run_1/placement_by_type.png
Scale: 6 px per micron.
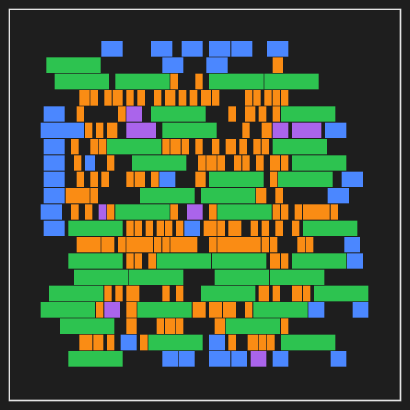
run_1/layer_met1.png
Scale: 8 px per micron. Supply wires on this layer in gray.
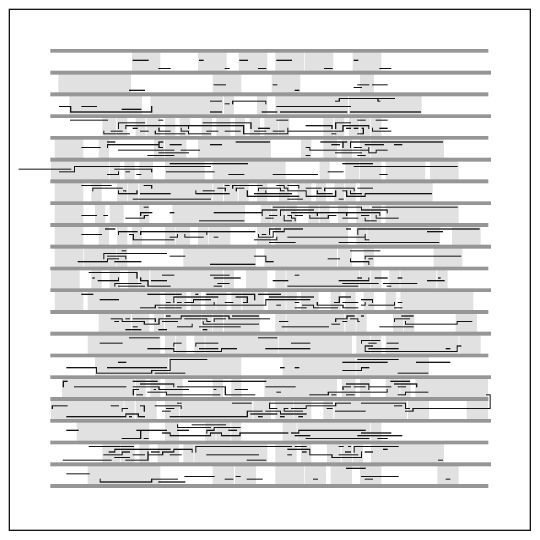
run_1/io_fan.png
Scale: 4 px per micron.
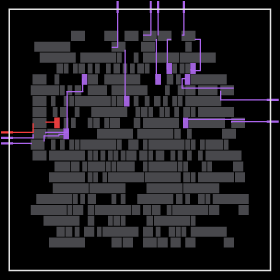
`src/rtl/bit_serial_subtractor.sv`:
```
// Bit-serial subtractor: computes A - B - Bin one bit per cycle, LSB first,
// through a single full-subtractor stage, and publishes the registered result
// with a one-cycle done pulse.
//
// Ports:
//   clk    - clock, all state updates on the rising edge
//   reset  - asynchronous active-high reset
//   start  - begin a subtraction (accepted only when idle)
//   A, B   - minuend / subtrahend, captured on accept
//   Bin    - borrow-in, captured on accept
//   Diff   - registered A - B - Bin modulo 2^N
//   Bout   - registered borrow-out (A < B + Bin, unsigned)
//   V      - registered two's-complement overflow flag
//   busy   - high while an operation is in progress
//   done   - one-cycle completion pulse
module bit_serial_subtractor #(
  parameter int unsigned N = 8
) (
  input  logic         clk,
  input  logic         reset,
  input  logic         start,
  input  logic [N-1:0] A,
  input  logic [N-1:0] B,
  input  logic         Bin,
  output logic [N-1:0] Diff,
  output logic         Bout,
  output logic         V,
  output logic         busy,
  output logic         done
);

  localparam int unsigned CW = (N > 1) ? $clog2(N) : 1;

  typedef enum logic {
    IDLE = 1'b0,
    RUN  = 1'b1
  } state_t;

  state_t state, state_next;

  logic [N-1:0]  a_sr;
  logic [N-1:0]  b_sr;
  // Holds the N-1 bits already produced; the last bit joins it on completion.
  logic [N-2:0]  res_sr;
  logic          br;
  logic [CW-1:0] cnt;

  logic          d_c;
  logic          br_next_c;
  logic          last_c;
  logic [N-1:0]  res_shift_c;
  logic          load_c;
  logic          step_c;
  logic          busy_next_c;
  logic          done_next_c;

  // One-bit full-subtractor stage on the current LSBs.
  assign d_c       = a_sr[0] ^ b_sr[0] ^ br;
  assign br_next_c = (~a_sr[0] & b_sr[0]) | (~(a_sr[0] ^ b_sr[0]) & br);
  assign last_c    = (cnt == CW'(N - 1));
  assign res_shift_c = {d_c, res_sr};

  // State register.
  always_ff @(posedge clk or posedge reset) begin
    if (reset) state <= IDLE;
    else       state <= state_next;
  end

  // Next-state and control decode.
  always_comb begin
    state_next  = state;
    load_c      = 1'b0;
    step_c      = 1'b0;
    busy_next_c = 1'b0;
    done_next_c = 1'b0;
    case (state)
      IDLE: begin
        if (start) begin
          state_next  = RUN;
          load_c      = 1'b1;
          busy_next_c = 1'b1;
        end
      end
      RUN: begin
        step_c = 1'b1;
        if (last_c) begin
          state_next  = IDLE;
          done_next_c = 1'b1;
        end else begin
          busy_next_c = 1'b1;
        end
      end
      default: state_next = IDLE;
    endcase
  end

  // Datapath and registered outputs.
  always_ff @(posedge clk or posedge reset) begin
    if (reset) begin
      a_sr   <= '0;
      b_sr   <= '0;
      res_sr <= '0;
      br     <= 1'b0;
      cnt    <= '0;
      Diff   <= '0;
      Bout   <= 1'b0;
      V      <= 1'b0;
      busy   <= 1'b0;
      done   <= 1'b0;
    end else begin
      busy <= busy_next_c;
      done <= done_next_c;
      if (load_c) begin
        a_sr   <= A;
        b_sr   <= B;
        br     <= Bin;
        res_sr <= '0;
        cnt    <= '0;
      end else if (step_c) begin
        a_sr   <= a_sr >> 1;
        b_sr   <= b_sr >> 1;
        br     <= br_next_c;
        res_sr <= res_shift_c[N-1:1];
        if (!last_c) cnt <= cnt + CW'(1);
        if (last_c) begin
          Diff <= res_shift_c;
          Bout <= br_next_c;
          // On the final bit the shift registers' LSBs are the operand MSBs.
          V    <= (a_sr[0] != b_sr[0]) && (d_c != a_sr[0]);
        end
      end
    end
  end

endmodule
```
`config.mk`:
```
export PLATFORM = sky130hd
export DESIGN_NAME = bit_serial_subtractor
export DESIGN_NICKNAME = d
export VERILOG_FILES = /design/src/rtl/bit_serial_subtractor.sv
export SDC_FILE = /design/constraint.sdc
export NUM_CORES = 1
export LEC_CHECK = 0
export ABC_AREA = 1
export CAP_MARGIN = 20
export CORE_MARGIN = 5
export CORE_UTILIZATION = 54
export DETAILED_ROUTE_END_ITERATION = 12
export PLACE_DENSITY = 0.9
export RECOVER_POWER = 50
export REMOVE_ABC_BUFFERS = 1
export SETUP_SLACK_MARGIN = 0.05
export SLEW_MARGIN = 25
export SYNTH_ARGS = -nofsm -noshare
export SYNTH_HDL_FRONTEND = slang
export SYNTH_SLANG_ARGS = --single-unit
```
`constraint.sdc`:
```
create_clock -name clk -period 2.45 [get_ports clk]
set_input_delay 0.6125 -clock clk [delete_from_list [all_inputs] [get_ports clk]]
set_output_delay 0.6125 -clock clk [all_outputs]
set_load 0.1 [all_outputs]
```
==> Changelog: implementation, run 1 <==
### Metrics

- Outcome: finished, final reports clean
- Core Box Area: 2978 sq um
- Routed WL: 3037 microns
- Top cells by count: 74 x nand2_1, 39 x dfrtp_1, 16 x inv_1
- Post-CTS sizing: 0
- Crit. End Element: output pin
- Most common reg cell: dfrtp_1
- Relative slew margins: 0.3882
- Area Overhead vs Synth: 23.48%
- Cell Int Power: 1.460 mW
- # Cells Yosys: 180
- I/O pins: 32
- Layout cell share with drive strength beyond 1: 0.1204
- Post-synth seq share: 0.5986
- CTS Root Cell: clkbuf_4
- Cells after Synth: 180
- Count of pins over their slew limit: 0
- Fin. Hold Viols: 0
- Tcrit/Tclk final: 0.6708
- Area reported by Yosys stat: 1630 sq um
- Crit path largest cell delay: 0.48 ns
- Nature of the critical path startpoint: flop
- WP data required: 1.84 ns
- Setup WS pre-CTS: 0.6432 ns
- Crit path kind: reg -> out
- R2R cell count: 7
- GP Congestion: 0.7556
- Net Sw Frac: 0.4799
- Peak supply drop: 873.0 uV
- Final net count: 239
- R2R setup slack: 0.99 ns
- Clock Skews: 0.008137 ns
-- placement_by_type.png (at the start) --
purple -> clock drivers and dummy loads  # cells 8
orange -> combinational and other logic  # cells 135
blue -> remaining buffers and delay cells  # cells 34
green -> sequential cells  # cells 39

-- layer_met1.png (at the start) --
nets with wire on the layer = 207
longest straight run = 17.0 microns

-- io_fan.png (at the start) --
red -> reset  # bits 1, direction input, edge left, end cells 1, buffers 1, wire 10.0 microns
purple -> B  # bits 8, direction input, edge 4 top, 2 right, 2 left, end cells 8, buffers 8, wire 170 microns

==> run 1: worst max-delay path by stage <==
stage              startpoint                  end
3_3_place_gp            start  b_sr[4]$_DFFE_PP0P_
6_report       busy$_DFF_PP0_                 busy
2_1_floorplan  busy$_DFF_PP0_   cnt[0]$_DFFE_PP0P_
5_1_grt                 reset  b_sr[2]$_DFFE_PP0P_
4_1_cts        busy$_DFF_PP0_                 busy
3_5_place_dp            start  b_sr[2]$_DFFE_PP0P_
==> run 1: metal layers <==
layer  vias up  share of wire  GRT usage  wire (microns)
met5         -              0          0               0
met2        27           0.47     0.2580            1431
met1       581           0.44     0.2159            1346
li1        631              -          -               -
met4         0          0.025    0.08971              75
met3         9          0.061    0.05719             184
==> run 1: power groups by stage <==
stage | logic, mW | clock network (mW) | registers (mW)
after detailed placement | 1.42 | 0 | 1.05
after CTS | 1.42 | 0.375 | 1.04
after floorplan | 0.507 | 0 | 1.59
after global placement | 1.38 | 0 | 1.04
final | 1.40 | 0.368 | 1.04
after global routing | 1.54 | 0.407 | 1.07
==> run 1: through the flow <==
step,utilization,hold slack [ns],cells
after floorplan,-,0.4459,174
after global placement,0.6546,0.4599,241
after detailed placement,0.6546,0.4721,241
after CTS,0.6777,0.4996,249
after global routing,0.6761,0.5122,249
final,0.6761,0.4926,249
==> run 1: cells by family (layout without fill, tap and decap cells) <==
family	after synthesis	count (layout)	share of synthesized area
buf+inv	24	60	0.06447
simple gates	97	97	0.2471
compound gates	16	16	0.05449
fa+ha+maj	4	4	0.03531
flops	39	39	0.5986
==> run 1: sequential cells by signal, indices dropped and copies added (netlist names) <==
signal  flops
busy        1
V           1
b_sr        8
Bout        1
br          1
cnt         3
Diff        8
a_sr        8
done        1
res_sr      7
==> run 1: cell usage in the layout, fill, tap and decap left out, drive strengths merged <==
| cell type | instances |
|---|---|
| or2 | 1 |
| nand3 | 15 |
| dlygate4sd3 | 2 |
| nand2 | 75 |
| dfrtp | 39 |
| clkbuf | 9 |
| inv | 18 |
| nor2 | 6 |
| o21ai | 9 |
| o22ai | 7 |
| ha | 3 |
| clkdlybuf4s50 | 17 |
| buf | 14 |
| fa | 1 |
==> run 1: final cells by class <==
cell class                 count  area, sq um
sequential                    39        975.9
fill                         242        964.7
multi-input combinational    117        546.8
timing repair buffer          34        312.8
clock buffer                   8        68.82
inverter                      18        67.56
tap                           33        41.29
==> run 1: worst register-to-register path, cell delays in order (launching register included) <==
cell and delay, ns:
dfrtp_1 0.41, ha_1 0.21, ha_1 0.19, nand2_1 0.07
buf_4 0.22, nand2_1 0.13, nand2_1 0.09, nand2_1 0.05
## Run 2: what changed since run 1
--- a/config.mk
+++ b/config.mk
@@ -8,9 +8,9 @@
 export ABC_AREA = 1
 export CAP_MARGIN = 20
 export CORE_MARGIN = 5
-export CORE_UTILIZATION = 54
+export CORE_UTILIZATION = 45
 export DETAILED_ROUTE_END_ITERATION = 12
-export PLACE_DENSITY = 0.9
+export PLACE_DENSITY = 0.81
 export RECOVER_POWER = 50
 export REMOVE_ABC_BUFFERS = 1
 export SETUP_SLACK_MARGIN = 0.05
==> constraint.sdc (replaced) <==
create_clock -name clk -period 1.5 [get_ports clk]
set_input_delay 0.375 -clock clk [delete_from_list [all_inputs] [get_ports clk]]
set_output_delay 0.375 -clock clk [all_outputs]
set_load 0.1 [all_outputs]
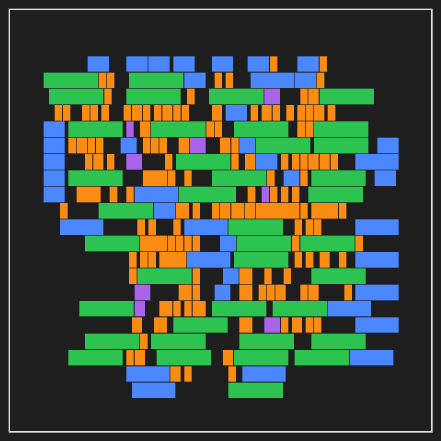
run_2/placement_by_type.png
Scale: 6 px per micron.
orange -> combinational and other logic  # cells 135
blue -> remaining buffers and delay cells  # cells 40
green -> sequential cells  # cells 39
purple -> clock drivers and dummy loads  # cells 8

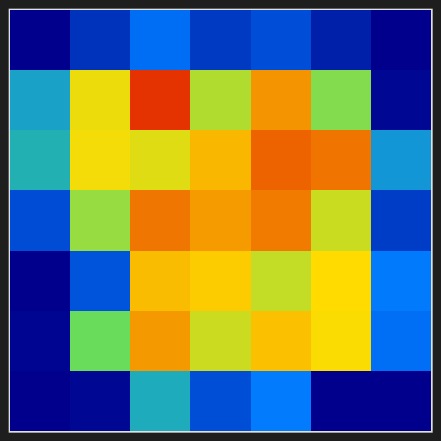
run_2/cell_density.png
Scale: 6 px per micron. 7 x 7 tiles, from dark blue (low) to red (high), 0 to 100% covered.
emptiest ninth of the die = lower left
tiles over 75% full = 27%
nearly empty tiles = 18%

==> run 2 against run 1 <==
Hold slack got worse by 0.0026 ns. Utilization decreased by 2.1 points. Count of clock-buffer cells in the layout decreased by 1. Clock power increased by 38%. Sequential cell count unchanged. Critical path type is now reg -> reg. Critical endpoint is now res_sr[3]$_DFFE_PP0P_. Largest cell class unchanged. Highest routed layer unchanged.
==> Changelog: implementation, run 2 <==
### Metrics

- Final net count: 245 (was 239)
- Area Overhead vs Synth: 37.22% (was 23.48%)
- Outcome: finished, final reports clean (unchanged)
- Cells after Synth: 180 (unchanged)
- Routed WL: 3062 microns (was 3037 microns)
- Most common reg cell: dfrtp_1 (unchanged)
- Net Sw Frac: 0.4591 (was 0.4799)
- Peak supply drop: 839.3 uV (was 873.0 uV)
- Nature of the critical path startpoint: flop (unchanged)
- Min-Delay Endpoint: b_sr[7]$_DFFE_PP0P_ (was V$_DFFE_PP0P_)
- Clock Skews: 0.006848 ns (was 0.008137 ns)
- Fin. Hold Viols: 0 (unchanged)
- Die Span X: 70.19 microns (was 64.95 microns)
- Most numerous logic cell after layout: nand2_1 (unchanged)
- I/O pins: 32 (unchanged)
- Setup WS pre-CTS: 0.03451 ns (was 0.6432 ns)
- Num CTS Buffers: 5 (unchanged)
- Post-synth seq share: 0.5986 (unchanged)
- Final instance area: 2237 sq um (was 2013 sq um)
- # Cells Yosys: 180 (unchanged)
- Count of pins over their slew limit: 0 (unchanged)
- Most instantiated logic cells after routing: 74 x nand2_1, 38 x dfrtp_1, 18 x clkdlybuf4s50_1 (was 75 x nand2_1, 39 x dfrtp_1, 17 x inv_1, 17 x clkdlybuf4s50_1, 15 x nand3_1)
- CTS Root Cell: clkbuf_4 (unchanged)
- Hold WS: 0.4900 ns (was 0.4926 ns)
- R2R cell count: 5 (was 7)
- Crit path kind: reg -> reg (was reg -> out)
- Min-delay src: b_sr[7]$_DFFE_PP0P_ (was V$_DFFE_PP0P_)
- GP Congestion: 0.7295 (was 0.7556)
- Top cells by count: 74 x nand2_1, 39 x dfrtp_1, 16 x inv_1 (unchanged)
- R2R setup slack: 0.14 ns (was 0.99 ns)
- Core Util, Final: 0.6549 (was 0.6761)
- Relative slew margins: 0.7594 (was 0.3882)
- Layout cell share with drive strength beyond 1: 0.1486 (was 0.1204)
- Area reported by Yosys stat: 1630 sq um (unchanged)
- Tcrit/Tclk final: 0.9059
- Fill cells: 290 (was 242)
- Finished Layout Cells: 268 (was 249)
run 2: netlist changes by cell type in the layout (fill, tap and decap cells not counted), sizes merged:
cell,change
buf,+7
clkbuf,-2
clkdlybuf4s50,+1
clkinv,+1
dlygate4sd3,-1
run 2: power by group through the flow:
stage	registers (mW)	clock network [mW]	logic (mW)
4_1_cts	1.74	0.526	2.74
3_3_place_gp	1.78	0	2.60
5_1_grt	1.78	0.591	2.93
3_5_place_dp	1.79	0	2.67
6_report	1.74	0.507	2.71
2_1_floorplan	2.59	0	0.828
run 2: cell families (layout without fill, tap and decap cells):
family / count (synthesis) / in the layout / synth area share
AND/OR/NAND/NOR: 97 / 97 / 0.2471
flip-flops: 39 / 39 / 0.5986
buffers and inverters: 24 / 66 / 0.06447
AND-OR/OR-AND: 16 / 16 / 0.05449
adder cells (fa/ha/maj): 4 / 4 / 0.03531
run 2: worst max-delay path by stage:
stage | from | cells past startpoint | to
3_3_place_gp | start | 4 | a_sr[0]$_DFFE_PP0P_
6_report | busy$_DFF_PP0_ | 5 | res_sr[3]$_DFFE_PP0P_
2_1_floorplan | busy$_DFF_PP0_ | 4 | cnt[0]$_DFFE_PP0P_
4_1_cts | Bout$_DFFE_PP0P_ | 1 | Bout
5_1_grt | busy$_DFF_PP0_ | 5 | res_sr[3]$_DFFE_PP0P_
3_5_place_dp | start | 4 | br$_DFFE_PP0P_
run 2: layout make-up:
cell class / instances / area, sq um / area share
clock buffer: 7 / 45.04 / 0.02013
clock inverter: 1 / 5.005 / 0.002237
inverter: 18 / 67.56 / 0.03020
multi-input combinational: 117 / 549.3 / 0.2455
sequential: 39 / 977.2 / 0.4368
tap: 46 / 57.56 / 0.02573
timing repair buffer: 40 / 535.5 / 0.2394
run 2: critical path, cell delays in order, from the launching register on:
cell and delay (ns):
dfrtp_2 0.45, buf_4 0.18, inv_1 0.25, nand2_2 0.13, buf_12 0.15, o22ai_1 0.12
run 2: layer usage:
layer  vias up  GRT usage  routed length (microns)
li1        644          -                        -
met1       583     0.1820                     1314
met2        30     0.2183                     1523
met3         6    0.05165                      184
met4         0    0.05106                       40
met5         -          0                        0
run 2: timing repair:
| action | CTS | global route |
|---|---|---|
| resized | 1 | 0 |
| buffers inserted | 1 | 0 |
| endpoints found under the hold margin | 0 | 0 |
| endpoints found under the setup margin | 1 | 0 |
## Run 3: what changed since run 2
--- a/config.mk
+++ b/config.mk
@@ -14,7 +14,7 @@
 export RECOVER_POWER = 50
 export REMOVE_ABC_BUFFERS = 1
 export SETUP_SLACK_MARGIN = 0.05
-export SLEW_MARGIN = 25
+export SLEW_MARGIN = 10
 export SYNTH_ARGS = -nofsm -noshare
 export SYNTH_HDL_FRONTEND = slang
 export SYNTH_SLANG_ARGS = --single-unit
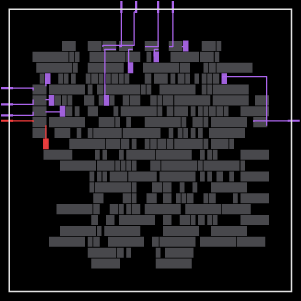
run_3/io_fan.png
Scale: 4 px per micron.
red -> reset  # bits 1, direction input, edge left, end cells 1, buffers 1, wire 10.0 microns
purple -> B  # bits 8, direction input, edge 4 top, 3 left, 1 right, end cells 8, buffers 8, wire 130 microns

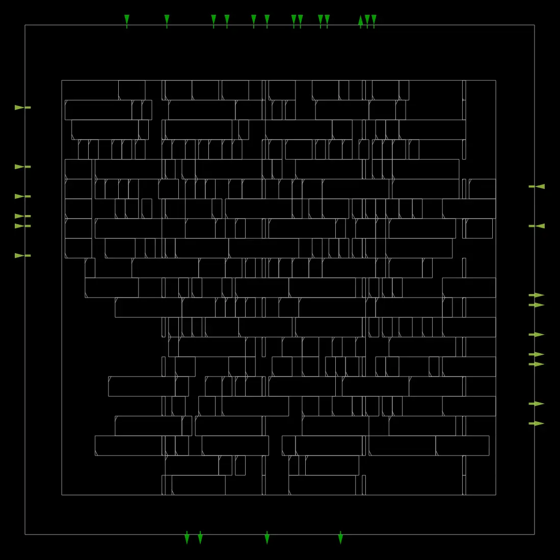
run_3/placement.png
Fill cells: 290
Core Box Area: 3416 sq um
Finished Layout Cells: 268

==> run 3 against run 2 <==
Setup slack did not move. Register-to-register slack about the same. Critical path depth unchanged. Total power unchanged. Die area unchanged. Final area did not move. Wire length unchanged. Maximum frequency is the same.
==> Changelog: implementation, run 3 <==
### Metrics

- Layout cell share with drive strength beyond 1: 0.1486 (unchanged)
- Count of pins over their slew limit: 0 (unchanged)
- # Cells Yosys: 180 (unchanged)
- WP data required: 1.76 ns (about the same)
- Most common reg cell: dfrtp_1 (unchanged)
- FF+latch count, synth: 39 (unchanged)
- Crit. End Element: flop (unchanged)
- Nature of the critical path startpoint: flop (unchanged)
- I/O pins: 32 (unchanged)
- Cells after Synth: 180 (unchanged)
- Biggest regs: Diff: 8 flops, a_sr: 8 flops, b_sr: 8 flops (unchanged)
- Hold WS: 0.4900 ns (unchanged)
- Outcome: finished, final reports clean (unchanged)
- Most instantiated logic cells after routing: 74 x nand2_1, 38 x dfrtp_1, 18 x clkdlybuf4s50_1 (unchanged)
- Final net count: 245 (unchanged)
- Most numerous logic cell after layout: nand2_1 (unchanged)
- Tcrit/Tclk final: 0.9059 (unchanged)
- Area reported by Yosys stat: 1630 sq um (unchanged)
- CTS Root Cell: clkbuf_4 (unchanged)
- Top cells by count: 74 x nand2_1, 39 x dfrtp_1, 16 x inv_1 (unchanged)
- Die Span X: 70.19 microns (unchanged)
- Relative slew margins: 0.7594 (unchanged)
- Routed WL: 3062 microns (unchanged)
- Core Util, Final: 0.6549 (unchanged)
- Num CTS Buffers: 5 (unchanged)
- Clock Skews: 0.006848 ns (unchanged)
- Syn_area_per_cell: 9.057 sq um (unchanged)
-- run 3: cell counts in the layout (fill, tap and decap cells not counted) --
No cell type changed its count.
-- run 3: cells by family after synthesis --
kind of cell             count (synthesis)  share of synthesized area
AND/OR/NAND/NOR                         97                     0.2471
flip-flops                              39                     0.5986
buffers and inverters                   24                    0.06447
AND-OR/OR-AND                           16                    0.05449
adder cells (fa/ha/maj)                  4                    0.03531
-- run 3: area by class of cell --
cell class,instances,area (sq um),share of cell area
inverters,18,67.56,0.03020
well taps,46,57.56,0.02573
flip-flops and latches,39,977.2,0.4368
repair buffers,40,535.5,0.2394
clock buffers,7,45.04,0.02013
clock inverters,1,5.005,0.002237
multi-input cells,117,549.3,0.2455
-- run 3: worst paths after layout --
path | startpoint | depth (start not counted) | endpoint | slack [ns]
min in group asynchronous | reset | 3 | b_sr[5]$_DFFE_PP0P_ | 0.51
max in group asynchronous | reset | 3 | busy$_DFF_PP0_ | 0.79
hold / removal | b_sr[7]$_DFFE_PP0P_ | 2 | b_sr[7]$_DFFE_PP0P_ | 0.49
hold reg to reg | b_sr[7]$_DFFE_PP0P_ | 2 | b_sr[7]$_DFFE_PP0P_ | 0.49
setup / recovery | busy$_DFF_PP0_ | 5 | res_sr[3]$_DFFE_PP0P_ | 0.14
setup reg to reg | busy$_DFF_PP0_ | 5 | res_sr[3]$_DFFE_PP0P_ | 0.14
-- run 3: repair_timing --
item / in CTS / in global routing
resized: 1 / 0
endpoints found under the setup margin: 1 / 0
hold buffers: 0 / 0
setup buffers: 1 / 0
-- run 3: per-stage QoR --
step	instance area [sq um]	std cells	TNS [ns]	setup WS (ns)
3_5_place_dp	2178	259	0	0.03451
5_1_grt	2237	268	0	0.04413
4_1_cts	2237	268	0	0.1355
3_3_place_gp	2178	259	0	0.05050
6_report	2237	268	0	0.1412
2_1_floorplan	1593	174	-17.90	-0.8148
-- run 3: power by group --
| group | switching (mW) | leakage (nW) | internal (mW) |
|---|---|---|---|
| Combinational | 1.68 | 0.581 | 1.03 |
| Clock | 0.325 | 0.0293 | 0.183 |
| Sequential | 0.269 | 0.503 | 1.47 |
| Total | 2.27 | 1.11 | 2.68 |
-- run 3: worst max-delay path, cell delays in order, from the launching register on --
cell     delay (ns)
dfrtp_2        0.45
buf_4          0.18
inv_1          0.25
nand2_2        0.13
buf_12         0.15
o22ai_1        0.12
-- run 3: per-layer routing --
metal	wire length (microns)	vias up	track usage	share of wire
met5	0	-	0	0
met4	40	0	0.05106	0.013
met3	184	6	0.05165	0.060
met2	1523	30	0.2183	0.50
met1	1314	583	0.1820	0.43
li1	-	644	-	-
Power and IR drop assume default switching activity.
